`src/rtl/avst_rr_arbiter_if.sv`:
```
// Avalon-ST bundle between NUM_REQ requester sinks, the arbiter and the
// downstream FIFO write port. The arbiter takes the master view; the
// environment (requesters plus FIFO) takes the slave view.
interface avst_rr_arbiter_if #(
    parameter int NUM_REQ    = 4,
    parameter int DATA_WIDTH = 32
);
    localparam int IDW = $clog2(NUM_REQ);

    logic [NUM_REQ-1:0]            in_valid;
    logic [NUM_REQ-1:0]            in_ready;
    logic [NUM_REQ*DATA_WIDTH-1:0] in_data;
    logic                          out_valid;
    logic                          out_ready;
    logic [DATA_WIDTH-1:0]         out_data;
    logic [IDW-1:0]                grant_id;
    logic                          busy;

    modport master (
        input  in_valid,
        input  in_data,
        input  out_ready,
        output in_ready,
        output out_valid,
        output out_data,
        output grant_id,
        output busy
    );

    modport slave (
        output in_valid,
        output in_data,
        output out_ready,
        input  in_ready,
        input  out_valid,
        input  out_data,
        input  grant_id,
        input  busy
    );
endinterface

```
`src/rtl/avst_rr_arbiter.sv`:
```
// Round-robin burst arbiter merging NUM_REQ Avalon-ST requesters into one
// registered output stream. Each grant carries up to MAX_BURST beats and is
// preceded by a one-cycle arbitration bubble in IDLE.
module avst_rr_arbiter #(
    parameter int NUM_REQ    = 4,
    parameter int DATA_WIDTH = 32,
    parameter int MAX_BURST  = 4
) (
    input  logic                clk,
    input  logic                aresetn,
    avst_rr_arbiter_if.master   bus
);
    localparam int IDW = $clog2(NUM_REQ);
    localparam int CW  = $clog2(MAX_BURST + 1);
    localparam logic [CW-1:0]  LAST_BEAT = CW'(MAX_BURST - 1);
    localparam logic [IDW-1:0] LAST_REQ  = IDW'(NUM_REQ - 1);
    localparam logic [IDW:0]   NUM_REQ_W = (IDW+1)'(NUM_REQ);

    typedef enum logic {
        IDLE  = 1'b0,
        GRANT = 1'b1
    } state_t;

    state_t                state_q, state_d;
    logic [IDW-1:0]        rr_ptr_q, rr_ptr_d;
    logic [IDW-1:0]        grant_id_q, grant_id_d;
    logic [CW-1:0]         beat_cnt_q, beat_cnt_d;
    logic                  out_valid_q, out_valid_d;
    logic [DATA_WIDTH-1:0] out_data_q, out_data_d;

    logic [DATA_WIDTH-1:0] slice [NUM_REQ];
    logic [IDW-1:0]        rr_pick;
    logic [IDW-1:0]        rr_after_grant;
    logic                  gnt_valid;
    logic                  gnt_ready;
    logic                  xfer;

    // Unpack the flat requester payload bus and build per-requester ready.
    // Only the granted requester sees ready, and only while the output
    // register is empty or being drained this cycle.
    generate
        for (genvar gi = 0; gi < NUM_REQ; gi++) begin : g_req
            assign slice[gi] = bus.in_data[gi*DATA_WIDTH +: DATA_WIDTH];
            assign bus.in_ready[gi] = (state_q == GRANT) &&
                                      (grant_id_q == IDW'(gi)) && gnt_ready;
        end
    endgenerate

    assign gnt_valid = bus.in_valid[grant_id_q];
    assign gnt_ready = !out_valid_q || bus.out_ready;
    assign xfer      = (state_q == GRANT) && gnt_valid && gnt_ready;

    assign rr_after_grant = (grant_id_q == LAST_REQ) ? '0 : grant_id_q + IDW'(1);

    // Round-robin search: first valid requester at or above rr_ptr, wrapping.
    // Scanning from the farthest candidate down lets the nearest one win.
    always_comb begin
        logic [IDW:0] cand;
        rr_pick = grant_id_q;
        cand    = '0;
        for (int k = NUM_REQ - 1; k >= 0; k--) begin
            cand = {1'b0, rr_ptr_q} + (IDW+1)'(k);
            if (cand >= NUM_REQ_W) begin
                cand = cand - NUM_REQ_W;
            end
            if (bus.in_valid[cand[IDW-1:0]]) begin
                rr_pick = cand[IDW-1:0];
            end
        end
    end

    // Next-state logic: arbitration, burst accounting and output register.
    always_comb begin
        state_d     = state_q;
        rr_ptr_d    = rr_ptr_q;
        grant_id_d  = grant_id_q;
        beat_cnt_d  = beat_cnt_q;
        out_valid_d = out_valid_q;
        out_data_d  = out_data_q;

        case (state_q)
            IDLE: begin
                if (|bus.in_valid) begin
                    grant_id_d = rr_pick;
                    state_d    = GRANT;
                end
            end
            GRANT: begin
                // A requester going idle ends its grant immediately; a stalled
                // output neither spends budget nor ends the grant.
                if (!gnt_valid || (xfer && beat_cnt_q == LAST_BEAT)) begin
                    state_d    = IDLE;
                    beat_cnt_d = '0;
                    rr_ptr_d   = rr_after_grant;
                end else if (xfer) begin
                    beat_cnt_d = beat_cnt_q + CW'(1);
                end
            end
            default: begin
                state_d = IDLE;
            end
        endcase

        // A drain and a new load in the same cycle keep the register full.
        if (xfer) begin
            out_valid_d = 1'b1;
            out_data_d  = slice[grant_id_q];
        end else if (bus.out_ready) begin
            out_valid_d = 1'b0;
        end
    end

    // State registers with synchronous active-low reset.
    always_ff @(posedge clk) begin
        if (!aresetn) begin
            state_q     <= IDLE;
            rr_ptr_q    <= '0;
            grant_id_q  <= '0;
            beat_cnt_q  <= '0;
            out_valid_q <= 1'b0;
            out_data_q  <= '0;
        end else begin
            state_q     <= state_d;
            rr_ptr_q    <= rr_ptr_d;
            grant_id_q  <= grant_id_d;
            beat_cnt_q  <= beat_cnt_d;
            out_valid_q <= out_valid_d;
            out_data_q  <= out_data_d;
        end
    end

    assign bus.out_valid = out_valid_q;
    assign bus.out_data  = out_data_q;
    assign bus.grant_id  = grant_id_q;
    assign bus.busy      = (state_q == GRANT);

endmodule

```
`src/flat_wrapper.sv`:
```
// flat-port wrapper written by rule: the top's interface ports become plain ports
module avst_rr_arbiter_flat 
#(
    parameter int NUM_REQ    = 4,
    parameter int DATA_WIDTH = 32,
    parameter int MAX_BURST  = 4
)
  (clk, aresetn, bus_in_valid, bus_in_data, bus_out_ready, bus_in_ready, bus_out_valid, bus_out_data, bus_grant_id, bus_busy);
  avst_rr_arbiter_if #(.NUM_REQ(NUM_REQ), .DATA_WIDTH(DATA_WIDTH)) bus_i ();
  input  logic clk;
  input  logic aresetn;
  input wire logic [$bits(bus_i.in_valid)-1:0] bus_in_valid;
  input wire logic [$bits(bus_i.in_data)-1:0] bus_in_data;
  input wire logic [$bits(bus_i.out_ready)-1:0] bus_out_ready;
  output wire logic [$bits(bus_i.in_ready)-1:0] bus_in_ready;
  output wire logic [$bits(bus_i.out_valid)-1:0] bus_out_valid;
  output wire logic [$bits(bus_i.out_data)-1:0] bus_out_data;
  output wire logic [$bits(bus_i.grant_id)-1:0] bus_grant_id;
  output wire logic [$bits(bus_i.busy)-1:0] bus_busy;
  assign bus_i.in_valid = bus_in_valid;
  assign bus_i.in_data = bus_in_data;
  assign bus_i.out_ready = bus_out_ready;
  assign bus_in_ready = bus_i.in_ready;
  assign bus_out_valid = bus_i.out_valid;
  assign bus_out_data = bus_i.out_data;
  assign bus_grant_id = bus_i.grant_id;
  assign bus_busy = bus_i.busy;
  avst_rr_arbiter #(.NUM_REQ(NUM_REQ), .DATA_WIDTH(DATA_WIDTH), .MAX_BURST(MAX_BURST)) u_core (.clk(clk), .aresetn(aresetn), .bus(bus_i));
endmodule
```
`config.mk`:
```
export PLATFORM = sky130hd
export DESIGN_NAME = avst_rr_arbiter_flat
export DESIGN_NICKNAME = d
export VERILOG_FILES = /design/src/rtl/avst_rr_arbiter_if.sv /design/src/rtl/avst_rr_arbiter.sv /design/src/flat_wrapper.sv
export SDC_FILE = /design/constraint.sdc
export NUM_CORES = 1
export LEC_CHECK = 0
export ABC_CLOCK_PERIOD_IN_PS = 4990
export CORE_ASPECT_RATIO = 0.5
export CORE_MARGIN = 4
export CORE_UTILIZATION = 40
export CTS_CLUSTER_SIZE = 8
export DETAILED_ROUTE_END_ITERATION = 7
export PLACE_DENSITY = 0.87
export SLEW_MARGIN = 20
export SYNTH_ARGS = -nofsm -noshare
export SYNTH_HDL_FRONTEND = slang
export SYNTH_SLANG_ARGS = --single-unit
```
`constraint.sdc`:
```
create_clock -name clk -period 4.99 [get_ports clk]
set_input_delay 0.499 -clock clk [delete_from_list [all_inputs] [get_ports clk]]
set_output_delay 0.499 -clock clk [all_outputs]
set_load 0.05 [all_outputs]
```
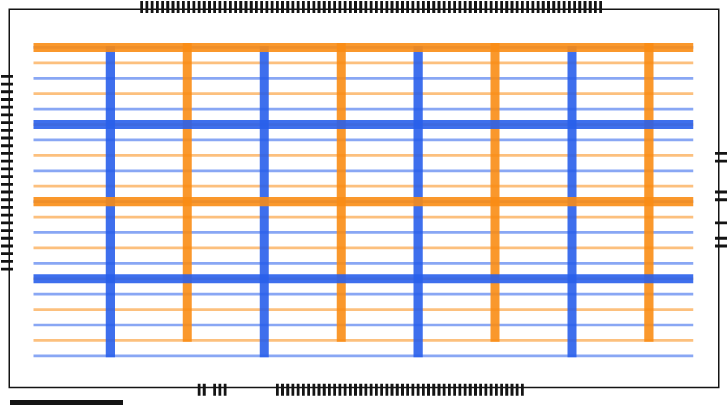
(images/floorplan.png)
Scale bar: 20 um. Pins as bars on the die edge.
VSS -> blue
VDD -> orange
signal pins = 175
met5 straps = 4
met1 rails = 21
met4 straps = 8
rows = 20
maximum vdd drop: 0.149 mV
die width: 125 um

==> results.cfg <==
; physical design summary
[run_status]
outcome = complete, no violations

[setup_path]
r2r_start = u_core.bus.grant_id[1]
worstRegToRegCells = 4
crit_path_top_delay_cell = clkdlybuf4s50_1
cp_num_cells = 4
r2r_end = u_core.beat_cnt_q[2]
crit_chain = clkdlybuf4s50_1, nand2b_1, and3_1, clkdlybuf4s50_1
path_class = primary input to primary output
setup.worst_path.end = bus_in_ready[2]
cp_num_buf_inv = 2

[hold_path]
hold_end = u_core.bus.out_data[27]

[die]
io_pins = 175
design.die.area_um2 = 8300
nWellTaps = 88

[job]
drv_cap = 0
tool_warnings = 29

[finish]
lay_top_count = clkdlybuf4s50_1
buffer_area_share_pct = 37.8
drive_gt1_share_pct = 24.6
final_nets = 554
clkCellAreaFrac_pct = 3.41
layout_top_cells = clkdlybuf4s50_1, dfxtp_1, nand2_1
dominant-cell-class = multi-input combinational cells
largest_register_ffs = 32
regArea_um2 = 822

[global_route]
overflow = 0
grt_pass1_vias = 2901
gr-max-usage-layer = met2
met1_usage_pct = 21.9

[cts]
cts_hold_buf = 0
clk_latency_ns = 0.28
cts_tree = done
cts_buffers = 5
cts_setup_buffers = 0

[timing]
worst_pin_slew_ns = 0.663
fin_crit_ns = 2.74
setup_slack_ns = 2.25
max_freq_ghz = 0.365
clock_skew_ns = 0.00358

[drt]
top_layer = met4
ant_nets = 0
vias = 2574

[yosys]
synth_warnings = 0
ys_types = 37
synthTopLogicFamily = multiplexers
ys_chip_area_um2 = 2730
adder_share_pct = 2.75
syn_avg_cell_area_um2 = 10.9
synthFlopType = dfxtp_1
synth_flops = 41
ys_seq_share_pct = 30.0
ys_sh_xor_pct = 0
yosysMostFrequentCell = dfxtp_1
top_cells_by_area = dfxtp_1, mux4_2, a21boi_2
yosys-top-cells-count = dfxtp_1, nand2_1, mux4_2, nand2_2, a21boi_2

[power]
p_comb_share_pct = 39.8
power_leakage_nw = 1.60
pg_seq_mw = 0.384
pwr-share-clk_pct = 28.0
seq_power_share_pct = 32.2

[place]
port_buffers = 174
pre_cts_slack_ns = 2.26
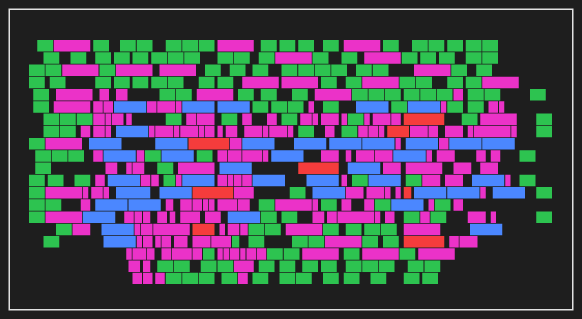
(images/class_map.png)
remaining buffers and delay cells -> green  # cells 176, share of their area 39%
sequential cells -> blue  # cells 41, share of their area 18%
clock drivers and dummy loads -> red  # cells 8, share of their area 3.5%
remaining logic cells -> magenta  # cells 189, share of their area 40%
fin util: 73.1%
fin area: 4630 um2
CORE AREA: 6330 um2
Seq/total area: 17.8%
Row Count: 20

No activity file was given, so power comes from the tool's default toggle rates.
